$ cat config.mk
export PLATFORM = sky130hd
export DESIGN_NAME = ssb_re_extractor_flat
export DESIGN_NICKNAME = d
export VERILOG_FILES = /design/src/rtl/ssb_re_extractor_pkg.sv /design/src/rtl/ssb_re_extractor_if.sv /design/src/rtl/ssb_re_extractor_re_fifo.sv /design/src/rtl/ssb_re_extractor.sv /design/src/flat_wrapper.sv
export SDC_FILE = /design/constraint.sdc
export NUM_CORES = 1
export LEC_CHECK = 0
export ABC_AREA = 1
export ABC_CLOCK_PERIOD_IN_PS = 6200
export CAP_MARGIN = 40
export CORE_MARGIN = 2
export CORE_UTILIZATION = 35
export CTS_CLUSTER_DIAMETER = 120
export DETAILED_ROUTE_END_ITERATION = 6
export GPL_TIMING_DRIVEN = 0
export PLACE_DENSITY = 0.59
export SETUP_SLACK_MARGIN = 0.2
export SYNTH_ARGS = -nofsm -noshare
export SYNTH_HDL_FRONTEND = slang
export SYNTH_HIERARCHICAL = 1
export SYNTH_SLANG_ARGS = --single-unit
$ cat constraint.sdc
create_clock -name clk_i -period 6.2 [get_ports clk_i]
set_clock_uncertainty 0.1 [all_clocks]
set_input_delay 1.24 -clock clk_i [delete_from_list [all_inputs] [get_ports clk_i]]
set_output_delay 1.24 -clock clk_i [all_outputs]
set_load 0.02 [all_outputs]
$ cat src/rtl/ssb_re_extractor_pkg.sv
// ----------------------------------------------------------------------------
// ssb_pkg
// Shared types and constants for the SSB resource-element extractor.
//   state_t          : capture sequencer states
//   SSS_START/SSS_LEN: default RE window (the 127 SSS subcarriers)
//   N_ID_2_W         : width of the PSS index
//   FFT_OUT_DW_DEF   : default FFT sample width
//   cnt_width()      : counter/pointer width helper, never returns 0
// ----------------------------------------------------------------------------
package ssb_pkg;

   typedef enum logic [1:0] {
      ST_IDLE     = 2'd0,
      ST_WAIT_SYM = 2'd1,
      ST_CAPTURE  = 2'd2,
      ST_WAIT_DET = 2'd3
   } state_t;

   localparam int SSS_LEN        = 127;
   localparam int SSS_START      = 64;
   localparam int N_ID_2_W       = 2;
   localparam int FFT_OUT_DW_DEF = 32;

   // Bits needed to hold values 0..n-1 (at least one bit).
   function automatic int cnt_width(input int n);
      return (n > 1) ? $clog2(n) : 1;
   endfunction

endpackage

$ cat src/rtl/ssb_re_extractor_if.sv
// ----------------------------------------------------------------------------
// ssb_re_extractor_if
// AXI-stream style bus carrying demapped bits to the detector.
//   tdata  : demapped bit(s), DW wide
//   tvalid : data valid
//   tready : sink ready
//   tlast  : last bit of a captured RE window
// master = extractor side, slave = detector side.
// ----------------------------------------------------------------------------
interface ssb_re_extractor_if #(
   parameter int DW = 1
) ();
   logic [DW-1:0] tdata;
   logic          tvalid;
   logic          tready;
   logic          tlast;

   modport master (output tdata, output tvalid, output tlast, input tready);
   modport slave  (input tdata, input tvalid, input tlast, output tready);
endinterface

$ cat src/rtl/ssb_re_extractor_re_fifo.sv
// ----------------------------------------------------------------------------
// re_fifo
// Small first-word-fall-through FIFO for demapped bits.
//   clk, rst_n : clock, asynchronous active-low reset
//   push       : write push_data (accepted when not full, or full with pop)
//   pop        : consume the head entry (ignored when empty)
//   flush      : empty the FIFO; a push in the same cycle lands in the
//                freshly emptied FIFO
//   pop_data   : head entry, forced to 0 while empty
//   full/empty : occupancy flags
// ----------------------------------------------------------------------------
module re_fifo
   import ssb_pkg::*;
#(
   parameter int WIDTH = 2,
   parameter int DEPTH = 16
) (
   input  logic             clk,
   input  logic             rst_n,
   input  logic             push,
   input  logic [WIDTH-1:0] push_data,
   input  logic             pop,
   input  logic             flush,
   output logic [WIDTH-1:0] pop_data,
   output logic             full,
   output logic             empty
);
   localparam int AW = cnt_width(DEPTH);

   logic [WIDTH-1:0] mem [DEPTH];
   logic [AW-1:0]    wr_ptr_reg;
   logic [AW-1:0]    rd_ptr_reg;
   logic [AW:0]      count_reg;
   logic             do_push;
   logic             do_pop;
   logic [AW-1:0]    wr_addr;

   assign full    = (count_reg == (AW+1)'(DEPTH));
   assign empty   = (count_reg == '0);
   assign do_pop  = pop && !empty && !flush;
   // A full FIFO still accepts a write when the head leaves in the same cycle.
   assign do_push = push && (flush || !full || do_pop);
   assign wr_addr = flush ? '0 : wr_ptr_reg;

   always_ff @(posedge clk or negedge rst_n) begin
      if (!rst_n) begin
         wr_ptr_reg <= '0;
         rd_ptr_reg <= '0;
         count_reg  <= '0;
      end else if (flush) begin
         wr_ptr_reg <= AW'(do_push);
         rd_ptr_reg <= '0;
         count_reg  <= (AW+1)'(do_push);
      end else begin
         if (do_push) wr_ptr_reg <= wr_ptr_reg + 1'b1;
         if (do_pop)  rd_ptr_reg <= rd_ptr_reg + 1'b1;
         case ({do_push, do_pop})
            2'b10:   count_reg <= count_reg + 1'b1;
            2'b01:   count_reg <= count_reg - 1'b1;
            default: count_reg <= count_reg;
         endcase
      end
   end

   always_ff @(posedge clk) begin
      if (do_push) mem[wr_addr] <= push_data;
   end

   assign pop_data = empty ? '0 : mem[rd_ptr_reg];

endmodule

$ cat src/rtl/ssb_re_extractor.sv
// ----------------------------------------------------------------------------
// ssb_re_extractor
// Captures a window of subcarriers (default: the 127 SSS REs) from the FFT
// demod stream, demaps each to hard/soft bits and streams them out with
// backpressure. Also sequences N_id_2 handoff, detector wait and timeout.
//   clk_i, reset_ni        : clock, asynchronous active-low reset
//   N_id_2_i/_valid_i      : PSS index and its detection pulse
//   sym_start_i            : marks subcarrier 0 of the target symbol
//   s_axis_in_tdata/tvalid : FFT samples (real = low half, imag = high half)
//   m_axis_N_id_2_*        : latched PSS index, one-cycle valid pulse
//   m_axis_out             : demapped bits (master side of the stream bus)
//   det_done_i             : detector finished
//   busy_o                 : sequencer not idle
//   abort_o, timeout_o     : one-cycle event pulses
//   overflow_o             : sticky, a captured bit was dropped
// ----------------------------------------------------------------------------
module ssb_re_extractor
   import ssb_pkg::*;
#(
   parameter int FFT_OUT_DW = FFT_OUT_DW_DEF,
   parameter int NFFT       = 256,
   parameter int RE_START   = SSS_START,
   parameter int RE_LEN     = SSS_LEN,
   parameter int SOFT_BITS  = 1,
   parameter int FIFO_DEPTH = 16,
   parameter int TIMEOUT    = 4096,
   parameter int CONTINUOUS = 1
) (
   input  logic                  clk_i,
   input  logic                  reset_ni,
   input  logic [N_ID_2_W-1:0]   N_id_2_i,
   input  logic                  N_id_2_valid_i,
   input  logic                  sym_start_i,
   input  logic [FFT_OUT_DW-1:0] s_axis_in_tdata,
   input  logic                  s_axis_in_tvalid,
   output logic [N_ID_2_W-1:0]   m_axis_N_id_2_tdata,
   output logic                  m_axis_N_id_2_tvalid,
   ssb_re_extractor_if.master    m_axis_out,
   input  logic                  det_done_i,
   output logic                  busy_o,
   output logic                  abort_o,
   output logic                  timeout_o,
   output logic                  overflow_o
);
   localparam int CW   = $clog2(NFFT + 1);
   localparam int TW   = cnt_width(TIMEOUT);
   localparam int HALF = FFT_OUT_DW / 2;

   localparam logic [CW-1:0] WIN_LO   = CW'(RE_START);
   localparam logic [CW-1:0] WIN_LAST = CW'(RE_START + RE_LEN - 1);
   localparam logic [TW-1:0] TO_LAST  = TW'(TIMEOUT - 1);
   localparam state_t        DONE_ST  = (CONTINUOUS != 0) ? ST_WAIT_SYM : ST_IDLE;

   state_t              state_reg, state_next;
   logic [CW-1:0]       sc_cnt_reg, sc_cnt_next;
   logic [TW-1:0]       to_cnt_reg, to_cnt_next;
   logic [N_ID_2_W-1:0] nid_reg, nid_next;
   logic                nid_pulse_reg, nid_pulse_next;
   logic                abort_reg, abort_next;
   logic                timeout_reg, timeout_next;
   logic                overflow_reg, overflow_next;

   logic                 restart;
   logic                 take_sample;
   logic [CW-1:0]        idx;
   logic                 in_win;
   logic                 is_last;
   logic                 fifo_push, fifo_flush, fifo_pop;
   logic                 fifo_full, fifo_empty;
   logic                 push_last;
   logic                 ovf_clear;
   logic [SOFT_BITS-1:0] demap_bits;
   logic [SOFT_BITS:0]   fifo_dout;

   // Only the top SOFT_BITS of the real part are used.
   wire unused_tdata = ^s_axis_in_tdata;

   assign restart     = sym_start_i && s_axis_in_tvalid;
   // A sample enters the index counter either as a new symbol's subcarrier 0
   // or as the next subcarrier of the symbol being captured.
   assign take_sample = ((state_reg == ST_WAIT_SYM) && restart) ||
                        ((state_reg == ST_CAPTURE) && s_axis_in_tvalid);
   assign idx         = ((state_reg == ST_CAPTURE) && !restart) ? sc_cnt_reg : '0;
   assign in_win      = (idx >= WIN_LO) && (idx <= WIN_LAST);
   assign is_last     = (idx == WIN_LAST);
   // For SOFT_BITS==1 this is just the sign bit of the real part.
   assign demap_bits  = s_axis_in_tdata[HALF-1 -: SOFT_BITS];

   always_ff @(posedge clk_i or negedge reset_ni) begin
      if (!reset_ni) begin
         state_reg     <= ST_IDLE;
         sc_cnt_reg    <= '0;
         to_cnt_reg    <= '0;
         nid_reg       <= '0;
         nid_pulse_reg <= 1'b0;
         abort_reg     <= 1'b0;
         timeout_reg   <= 1'b0;
         overflow_reg  <= 1'b0;
      end else begin
         state_reg     <= state_next;
         sc_cnt_reg    <= sc_cnt_next;
         to_cnt_reg    <= to_cnt_next;
         nid_reg       <= nid_next;
         nid_pulse_reg <= nid_pulse_next;
         abort_reg     <= abort_next;
         timeout_reg   <= timeout_next;
         overflow_reg  <= overflow_next;
      end
   end

   always_comb begin
      state_next     = state_reg;
      sc_cnt_next    = sc_cnt_reg;
      to_cnt_next    = to_cnt_reg;
      nid_next       = nid_reg;
      nid_pulse_next = 1'b0;
      abort_next     = 1'b0;
      timeout_next   = 1'b0;
      fifo_push      = 1'b0;
      fifo_flush     = 1'b0;
      push_last      = 1'b0;
      ovf_clear      = 1'b0;

      if (N_id_2_valid_i) begin
         // A new PSS detection overrides whatever else happens this cycle.
         nid_next       = N_id_2_i;
         nid_pulse_next = 1'b1;
         fifo_flush     = 1'b1;
         ovf_clear      = 1'b1;
         sc_cnt_next    = '0;
         abort_next     = (state_reg == ST_CAPTURE);
         state_next     = ST_WAIT_SYM;
      end else begin
         case (state_reg)
            ST_WAIT_SYM, ST_CAPTURE: begin
               if ((state_reg == ST_CAPTURE) && restart) begin
                  // Symbol boundary before the window completed: discard it.
                  fifo_flush = 1'b1;
                  abort_next = 1'b1;
               end
               if (take_sample) begin
                  sc_cnt_next = idx + 1'b1;
                  state_next  = ST_CAPTURE;
                  if (in_win) begin
                     fifo_push = 1'b1;
                     if (is_last) begin
                        push_last   = 1'b1;
                        to_cnt_next = '0;
                        state_next  = ST_WAIT_DET;
                     end
                  end
               end
            end
            ST_WAIT_DET: begin
               // det_done_i takes precedence over an expiring timer.
               if (det_done_i) begin
                  state_next = DONE_ST;
               end else if (to_cnt_reg == TO_LAST) begin
                  timeout_next = 1'b1;
                  state_next   = DONE_ST;
               end else begin
                  to_cnt_next = to_cnt_reg + 1'b1;
               end
            end
            default: ;
         endcase
      end

      overflow_next = ovf_clear ? 1'b0
                    : (overflow_reg || (fifo_push && fifo_full && !fifo_pop && !fifo_flush));
   end

   re_fifo #(
      .WIDTH (SOFT_BITS + 1),
      .DEPTH (FIFO_DEPTH)
   ) u_fifo (
      .clk       (clk_i),
      .rst_n     (reset_ni),
      .push      (fifo_push),
      .push_data ({push_last, demap_bits}),
      .pop       (fifo_pop),
      .flush     (fifo_flush),
      .pop_data  (fifo_dout),
      .full      (fifo_full),
      .empty     (fifo_empty)
   );

   assign fifo_pop          = m_axis_out.tvalid && m_axis_out.tready;
   assign m_axis_out.tvalid = !fifo_empty;
   assign m_axis_out.tdata  = fifo_dout[SOFT_BITS-1:0];
   assign m_axis_out.tlast  = fifo_dout[SOFT_BITS];

   assign m_axis_N_id_2_tdata  = nid_reg;
   assign m_axis_N_id_2_tvalid = nid_pulse_reg;
   assign busy_o               = (state_reg != ST_IDLE);
   assign abort_o              = abort_reg;
   assign timeout_o            = timeout_reg;
   assign overflow_o           = overflow_reg;

endmodule
$ cat src/flat_wrapper.sv
// flat-port wrapper written by rule: the top's interface ports become plain ports
module ssb_re_extractor_flat import ssb_pkg::*;
#(
   parameter int FFT_OUT_DW = FFT_OUT_DW_DEF,
   parameter int NFFT       = 256,
   parameter int RE_START   = SSS_START,
   parameter int RE_LEN     = SSS_LEN,
   parameter int SOFT_BITS  = 1,
   parameter int FIFO_DEPTH = 16,
   parameter int TIMEOUT    = 4096,
   parameter int CONTINUOUS = 1
)
  (clk_i, reset_ni, N_id_2_i, N_id_2_valid_i, sym_start_i, s_axis_in_tdata, s_axis_in_tvalid, m_axis_N_id_2_tdata, m_axis_N_id_2_tvalid, det_done_i, busy_o, abort_o, timeout_o, overflow_o, m_axis_out_tdata, m_axis_out_tvalid, m_axis_out_tlast, m_axis_out_tready);
  ssb_re_extractor_if m_axis_out_i ();
  input  logic clk_i;
  input  logic reset_ni;
  input  logic [N_ID_2_W-1:0] N_id_2_i;
  input  logic N_id_2_valid_i;
  input  logic sym_start_i;
  input  logic [FFT_OUT_DW-1:0] s_axis_in_tdata;
  input  logic s_axis_in_tvalid;
  output logic [N_ID_2_W-1:0] m_axis_N_id_2_tdata;
  output logic m_axis_N_id_2_tvalid;
  input  logic det_done_i;
  output logic busy_o;
  output logic abort_o;
  output logic timeout_o;
  output logic overflow_o;
  output wire logic [$bits(m_axis_out_i.tdata)-1:0] m_axis_out_tdata;
  output wire logic [$bits(m_axis_out_i.tvalid)-1:0] m_axis_out_tvalid;
  output wire logic [$bits(m_axis_out_i.tlast)-1:0] m_axis_out_tlast;
  input wire logic [$bits(m_axis_out_i.tready)-1:0] m_axis_out_tready;
  assign m_axis_out_tdata = m_axis_out_i.tdata;
  assign m_axis_out_tvalid = m_axis_out_i.tvalid;
  assign m_axis_out_tlast = m_axis_out_i.tlast;
  assign m_axis_out_i.tready = m_axis_out_tready;
  ssb_re_extractor #(.FFT_OUT_DW(FFT_OUT_DW), .NFFT(NFFT), .RE_START(RE_START), .RE_LEN(RE_LEN), .SOFT_BITS(SOFT_BITS), .FIFO_DEPTH(FIFO_DEPTH), .TIMEOUT(TIMEOUT), .CONTINUOUS(CONTINUOUS)) u_core (.clk_i(clk_i), .reset_ni(reset_ni), .N_id_2_i(N_id_2_i), .N_id_2_valid_i(N_id_2_valid_i), .sym_start_i(sym_start_i), .s_axis_in_tdata(s_axis_in_tdata), .s_axis_in_tvalid(s_axis_in_tvalid), .m_axis_N_id_2_tdata(m_axis_N_id_2_tdata), .m_axis_N_id_2_tvalid(m_axis_N_id_2_tvalid), .m_axis_out(m_axis_out_i), .det_done_i(det_done_i), .busy_o(busy_o), .abort_o(abort_o), .timeout_o(timeout_o), .overflow_o(overflow_o));
endmodule
Figure 1. Floorplan with the power grid (run 1).
Scale bar: 20 um. Pins as bars on the die edge.
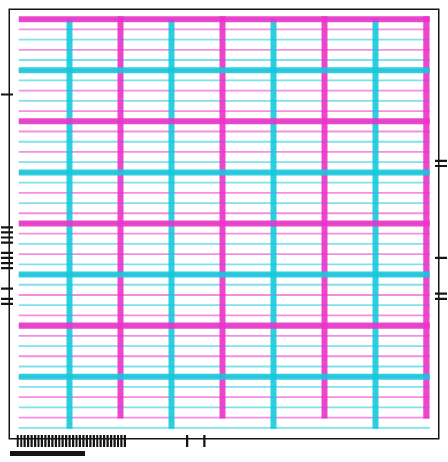
- cyan: VSS
- magenta: VDD
- met5 straps: 8
- signal pins: 51
- met4 straps: 8
- rows: 40
- met1 rails: 41
die width: 114 um
Core Footprint: 11,900 um^2
DIE HEIGHT: 114 um
Peak supply drop: 150 uV

Figure 2. Placed cells, one color a class (run 1).
Scale bar: 20 um.
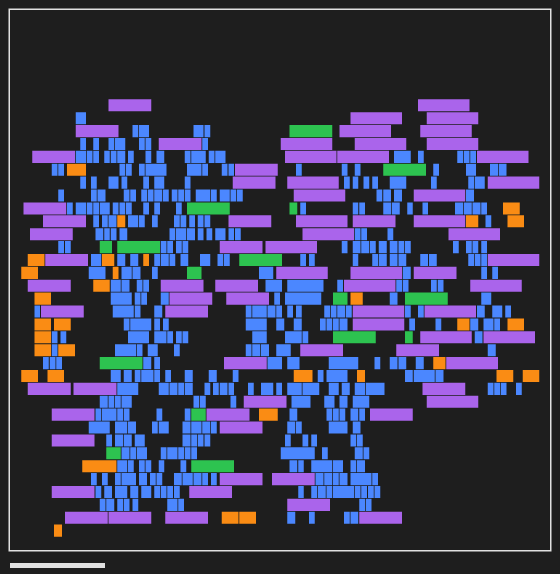
- green: clock drivers and dummy loads (cells 16)
- purple: sequential cells (cells 74)
- orange: remaining buffers and delay cells (cells 32)
- blue: remaining logic cells (cells 425)
cell area after layout: 4910 um^2
Seq area share: 41.0%
post-layout util: 41.2%
Rows: 40

Figure 3. Routed clock nets over the placement (run 1).
Scale bar: 20 um.
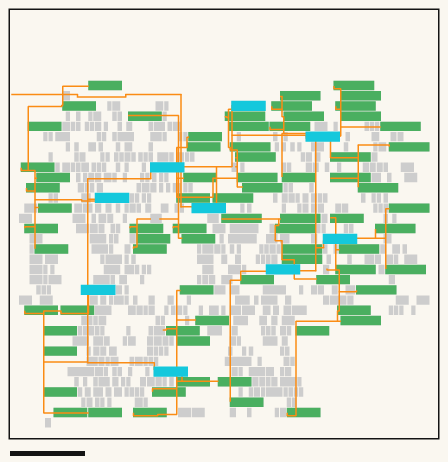
- green: flip-flops (count 74)
- orange: clock wires (length 1,010 um)
- cyan: clock-net drivers (count 9)
- flops lie: all over the die
clk ins delay skew pair: 340 ps
clock share of power: 30.2%

Figure 4. Signal wires by layer (run 1).
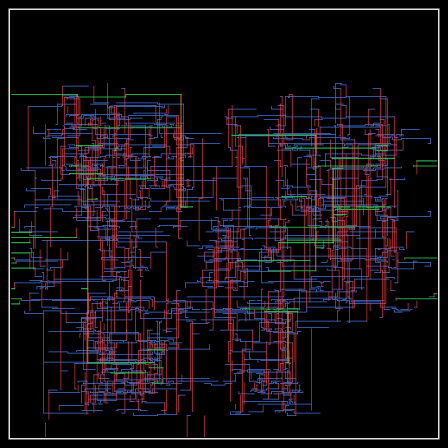
- blue: M1 (wire length 4,280 um)
- red: M2 (wire length 4,180 um)
- orange: M4 (wire length 148 um)
- green: M3 (wire length 464 um)
vias: 3,446
Routed wire per std cell: 13.1 um
Total GRT Usage: 15.3%
Detailed Route WL: 9070 um

==> results.py, run 1 <==
# Physical implementation metrics
metrics = {
    "global_route": {
        "met2_usage_pct": 25.2,
        "grt_max_degree": 28,
        "grt-ovfl-total": 0,
        "grt_busiest_layer": "met2",
        "grt_pass1_vias": 3406,
        "grtUsageMet3_pct": 4.20,
        "antenna_found_initial": 0,
        "grtUsageMet1_pct": 19.3,
        "grt_pass1_wl_um": 15800,
    },
    "critical_path": {
        "slowest_delay_ps": 550,
        "cp_slowest_cell": "clkdlybuf4s50_1",
        "crit_cells": 18,
        "path_buffers": 6,
        "path_max_fanout": 8,
        "end_kind": "flop",
        "crit_type": "in -> reg",
        "rrSetupSlack_ps": 2870,
        "startpoint_type": "primary input",
        "ff2ff_path_depth": 20,
        "worstPathRequired_ps": 6330,
        "startpoint": "N_id_2_valid_i",
        "crit_end": "u_core/u_fifo/count_reg[4]",
        "crit_family": "buffers and inverters",
        "critPathArrivalTime_ps": 4010,
        "reg2reg_to": "u_core/u_fifo/count_reg[4]",
    },
    "synthesis": {
        "ys_sh_mux_pct": 0.473,
        "yosysMostFrequentCell": "nand2_1",
        "netlist_instances": 510,
        "yosys_warnings": 6,
        "synth-compound-area-share_pct": 7.51,
        "area_leaders": "dfrtp_1 25%, edfxtp_1 23%, nand2_1 11%",
        "flop_cell": "dfrtp_1",
        "top_logic_kind": "simple AND/OR/NAND/NOR gates",
        "ys_area_um2": 4230,
        "synthSimpleGateAreaFrac_pct": 31.4,
        "yosys_cells": 510,
        "syn-num-nets": 565,
        "syn_avg_cell_area_um2": 8.30,
        "synth_cell_types": 40,
        "yosys-top-cells-count": "128 x nand2_1, 69 x nor2_1, 51 x inv_1",
        "top_cell_area_share_pct": 24.8,
        "xor_share_pct": 1.45,
        "ys_seq_share_pct": 47.5,
        "adder_share_pct": 4.32,
        "edf_count": 32,
        "ys_async_sr_fraction_pct": 56.8,
        "syn_area_um2": 4230,
        "ys_ff": 74,
    },
    "power_and_ir_drop": {
        "netSwitchingFraction_pct": 37.3,
        "p_seq_share_pct": 36.4,
        "power_uw": 1600,
        "p_comb_uw": 534,
        "powerDensity_nw_per_um2": 326,
        "pg_seq_uw": 581,
        "power_frac_comb_pct": 33.4,
        "top_power_group": "registers",
        "power_leakage_uw": 0.00208,
        "internal_power_uw": 1000,
        "p_switching_uw": 596,
        "p_clk_uw": 483,
    },
    "sta": {
        "finalClockPeriodUsage_pct": 62.5,
        "tightest_slew_ps": 613,
        "fin_setup_tns_ps": 0,
        "maxSlewHeadroom_pct": 59.0,
        "timing.final.ws_setup_ps": 2320,
        "setup_viol": 0,
        "rsz0062_at_grt": "false",
        "hold_viol": 0,
        "drv_slew": 0,
        "finalCriticalPeriod_ps": 3880,
        "max_freq_mhz": 258,
        "hold_slack_ps": 378,
    },
    "placed_design": {
        "dp_hpwl_um": 6490,
        "dp_slack_ps": 1940,
        "gp_congestion": 0.837,
        "placed_cell_area_um2": 4630,
        "portBuffers": 19,
        "dpl.cell_count": 678,
    },
    "worst_hold_path": {
        "hold_depth": 2,
        "whs_endpoint": "u_core/m_axis_N_id_2_tdata[1]",
        "min_from": "u_core/m_axis_N_id_2_tdata[1]",
    },
    "detailed_routing": {
        "via_per_inst": 4.97,
        "met2_length_um": 4180,
        "wl_met1_um": 4280,
        "wl_met3_um": 464,
        "ant_nets": 0,
        "drc": 0,
        "drt_iter0_drc": 166,
        "top_layer": "met4",
        "drtPass1Iterations": 5,
    },
    "cells_and_area": {
        "regArea_um2": 2010,
        "inverters": 57,
        "largest_reg_flops": 32,
        "clock_area_share_pct": 5.66,
        "nets": 597,
        "buffers": 32,
        "comb_share_pct": 39.0,
        "fill_cells": 1212,
        "nClkBuffers": 9,
        "syn_to_final_growth_pct": 15.9,
        "drive_gt1_share_pct": 10.4,
        "fin_cells": 694,
        "biggestCellCategory": "sequential cells",
        "comb_area_um2": 1910,
        "n_antenna_cell": 0,
        "seq_cells": 74,
        "logic_gates": 368,
        "buffer_area_share_pct": 5.99,
    },
    "clock_network": {
        "cts_tree": "done",
        "cts_made_buffers": 9,
        "post_cts_buffers": 0,
        "clock_tree.buffer_depth": 2,
        "cts-htree-levels": 3,
        "cts_root_buf": "clkbuf_16",
        "clk_pin_slew_worst_paths_ps": 60,
        "post_cts_resized": 0,
        "cts_hold_buffers": 0,
        "clock_sinks": 74,
    },
    "floorplan": {
        "initial_utilization_pct": 35.5,
        "n_tap_cell": 147,
        "io_pins": 51,
        "dieArea_um2": 13000,
    },
    "outcome": {
        "status": "finished clean",
    },
    "flow_run": {
        "maxCapViolations": 0,
    },
}
==> run 1: layout by cell type, fill, tap and decap left out, types with 2 or more instances in the layout <==
cell type and count:
nand2_1 128, nor2_1 69, inv_1 51, dfrtp_1 42, nand3_1 33, edfxtp_1 32, nand4_1 23, a21oi_1 21
clkdlybuf4s50_1 18, o21ai_0 18, ha_1 13, clkbuf_16 9, o21ai_1 9, nor3_1 8, nor2_2 6, o22ai_1 6
buf_4 5, nand3_2 5, inv_6 4, xor2_1 4, buf_2 3, nand2_2 3, inv_2 3, buf_6 3
xnor2_1 3, clkinv_4 2, clkinv_2 2, clkbuf_1 2, nand3b_1 2, mux2i_1 2, nand2_4 2, nand4_4 2
==> run 1 -> run 2 <==
ABC_CLOCK_PERIOD_IN_PS = 3300   (was 6200)
PLACE_DENSITY = 0.61   (was 0.59)
clock period = 3.3 ns   (was 6.2 ns; I/O delays follow)
Figure 5. Placed cells, one color a class (run 2).
Scale bar: 20 um.
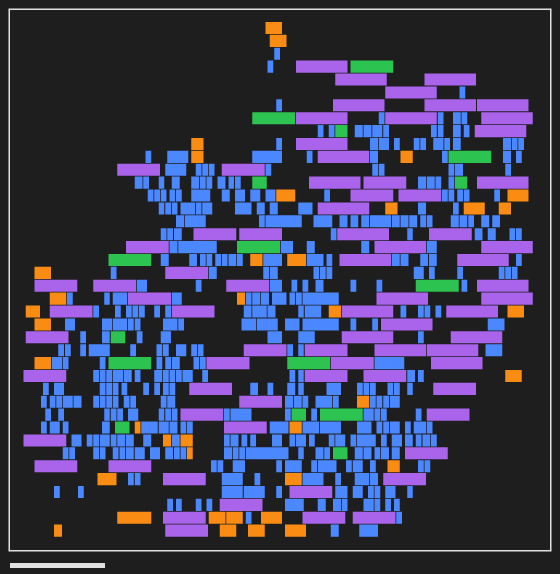
- blue: remaining logic cells (cells 425)
- green: clock drivers and dummy loads (cells 16)
- orange: remaining buffers and delay cells (cells 38)
- purple: sequential cells (cells 74)
post-layout util: 42.4%
Seq area share: 39.8%
cell area after layout: 5050 um^2

Figure 6. Routed clock nets over the placement (run 2).
Scale bar: 20 um.
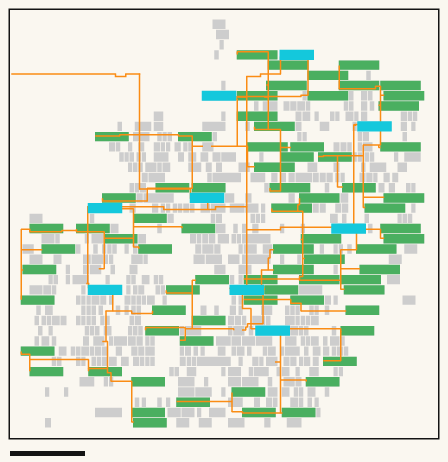
- cyan: clock-net drivers (count 9)
- green: flip-flops (count 74)
- orange: clock wires (length 1,070 um)
- flops lie: all over the die
clock share of power: 30.5%
P_clk: 946 uW

==> run 2 against run 1 <==
Synthesized cell count stayed put. First-iteration DRC count is 45% higher. Power is 94% higher. Global-route usage is 0.84 points higher. Non-clock buffer count is 6 higher. Wire length is 8.1% higher. Worst setup slack worse by 1900 ps. Highest routed layer unchanged.
==> results.py, run 2 <==
# Physical implementation metrics
metrics = {
    "cells_and_area": {
        "comb_share_pct": 39.5,
        "fill_cells": 1199,
        "drive_gt1_share_pct": 14.1,
        "biggestCellCategory": "sequential cells",
        "comb_area_um2": 2000,
        "largest_reg_flops": 32,
        "fin_cells": 700,
        "nets": 603,
        "seq_cells": 74,
        "buffer_area_share_pct": 6.88,
        "n_antenna_cell": 0,
        "layout_top_cells": "127 x nand2_1, 69 x nor2_1, 46 x inv_1, 42 x dfrtp_1, 32 x edfxtp_1",
        "clock_area_share_pct": 5.62,
        "logic_gates": 368,
    },
    "global_route": {
        "grt_pass1_wl_um": 16600,
        "grt_pass1_vias": 3491,
        "grtUsageMet3_pct": 3.61,
        "grtUsageMet1_pct": 21.3,
    },
    "detailed_routing": {
        "wirelength_um": 9810,
        "drc": 0,
        "vias": 3507,
        "drtPass1Iterations": 4,
        "drt_iter0_drc": 240,
        "ant_nets": 0,
        "wire_per_inst_um": 14.0,
        "wl_met3_um": 400,
    },
    "power_and_ir_drop": {
        "netSwitchingFraction_pct": 38.3,
        "p_seq_share_pct": 35.2,
        "top_power_group": "registers",
        "internal_power_uw": 1910,
        "p_switching_uw": 1190,
        "pg_seq_uw": 1090,
        "peakVddDrop_uv": 252,
        "powerDensity_nw_per_um2": 614,
        "power_frac_comb_pct": 34.3,
    },
    "placed_design": {
        "portBuffers": 19,
        "gp_congestion": 0.855,
        "dpl.cell_count": 678,
        "placed_cell_area_um2": 4630,
    },
    "critical_path": {
        "rrSetupSlack_ps": 430,
        "crit_family": "simple AND/OR/NAND/NOR gates",
        "reg2reg_to": "u_core/u_fifo/count_reg[4]",
        "crit_cells": 19,
        "worstPathRequired_ps": 3490,
        "critPathArrivalTime_ps": 3050,
        "slowest_delay_ps": 420,
        "crit_type": "reg -> reg",
        "ff2ff_path_depth": 19,
        "end_kind": "flop",
        "startpoint_type": "flop",
        "cp_slowest_cell": "dfrtp_1",
        "startpoint": "u_core/state_reg[0]",
        "path_max_fanout": 5,
    },
    "synthesis": {
        "syn_avg_cell_area_um2": 8.30,
        "ys_seq_share_pct": 47.5,
        "yosys-top-cells-count": "128 x nand2_1, 69 x nor2_1, 51 x inv_1",
        "xor_share_pct": 1.45,
        "synthSimpleGateAreaFrac_pct": 31.4,
        "syn-num-nets": 565,
        "flop_cell": "dfrtp_1",
        "yosysMostFrequentCell": "nand2_1",
        "yosys_cells": 510,
        "area_leaders": "dfrtp_1 25%, edfxtp_1 23%, nand2_1 11%",
        "synth-compound-area-share_pct": 7.51,
        "netlist_instances": 510,
        "top_logic_kind": "simple AND/OR/NAND/NOR gates",
        "syn_area_um2": 4230,
    },
    "clock_network": {
        "cts_hold_buffers": 0,
        "cts_root_buf": "clkbuf_16",
        "post_cts_buffers": 1,
        "cts_tree": "done",
        "post_cts_resized": 10,
        "clk_pin_slew_worst_paths_ps": 60,
    },
    "floorplan": {
        "dieArea_um2": 13000,
        "dieHeight_um": 114,
        "coreArea_um2": 11900,
        "initial_utilization_pct": 35.5,
        "n_tap_cell": 147,
        "io_pins": 51,
    },
    "sta": {
        "maxSlewHeadroom_pct": 59.8,
        "hold_viol": 0,
        "finalCriticalPeriod_ps": 2870,
        "fin_setup_tns_ps": 0,
        "finalClockPeriodUsage_pct": 86.8,
        "drv_slew": 0,
        "setup_viol": 0,
        "timing.final.ws_setup_ps": 435,
    },
    "outcome": {
        "status": "finished clean",
    },
    "flow_run": {
        "maxCapViolations": 0,
    },
}
Figure 7. Routing congestion (run 2).
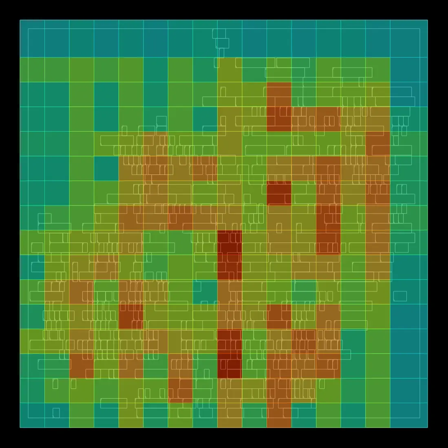
met2 Use GR: 26.9%
Total GRT Usage: 16.2%
global route hottest layer: met2

run 2: netlist changes by cell type in the layout (fill, tap and decap cells not counted), sizes merged:
| cell | before | now |
|---|---|---|
| buf | 12 | 18 |
| clkdlybuf4s50 | 18 | 13 |
| dlymetal6s2s | 0 | 4 |
| clkinv | 4 | 1 |
| inv | 59 | 61 |
| clkinvlp | 1 | 2 |
| dlygate4sd2 | 0 | 1 |
run 2: worst register-to-register path, cell delays in order, from the launching register on:
cell and delay, ps:
dfrtp_1 420, inv_2 110, ha_4 210, inv_1 90, a21boi_2 200, nand3_2 150, a21oi_2 180, nand2_1 100
inv_2 90, inv_2 50, nand4_4 110, inv_2 70, ha_1 320, a21oi_2 150, nand3_1 80, nand2_1 90
inv_1 50, a21oi_1 110, nand3_1 80, nand2_1 60
Power and IR drop assume default switching activity.
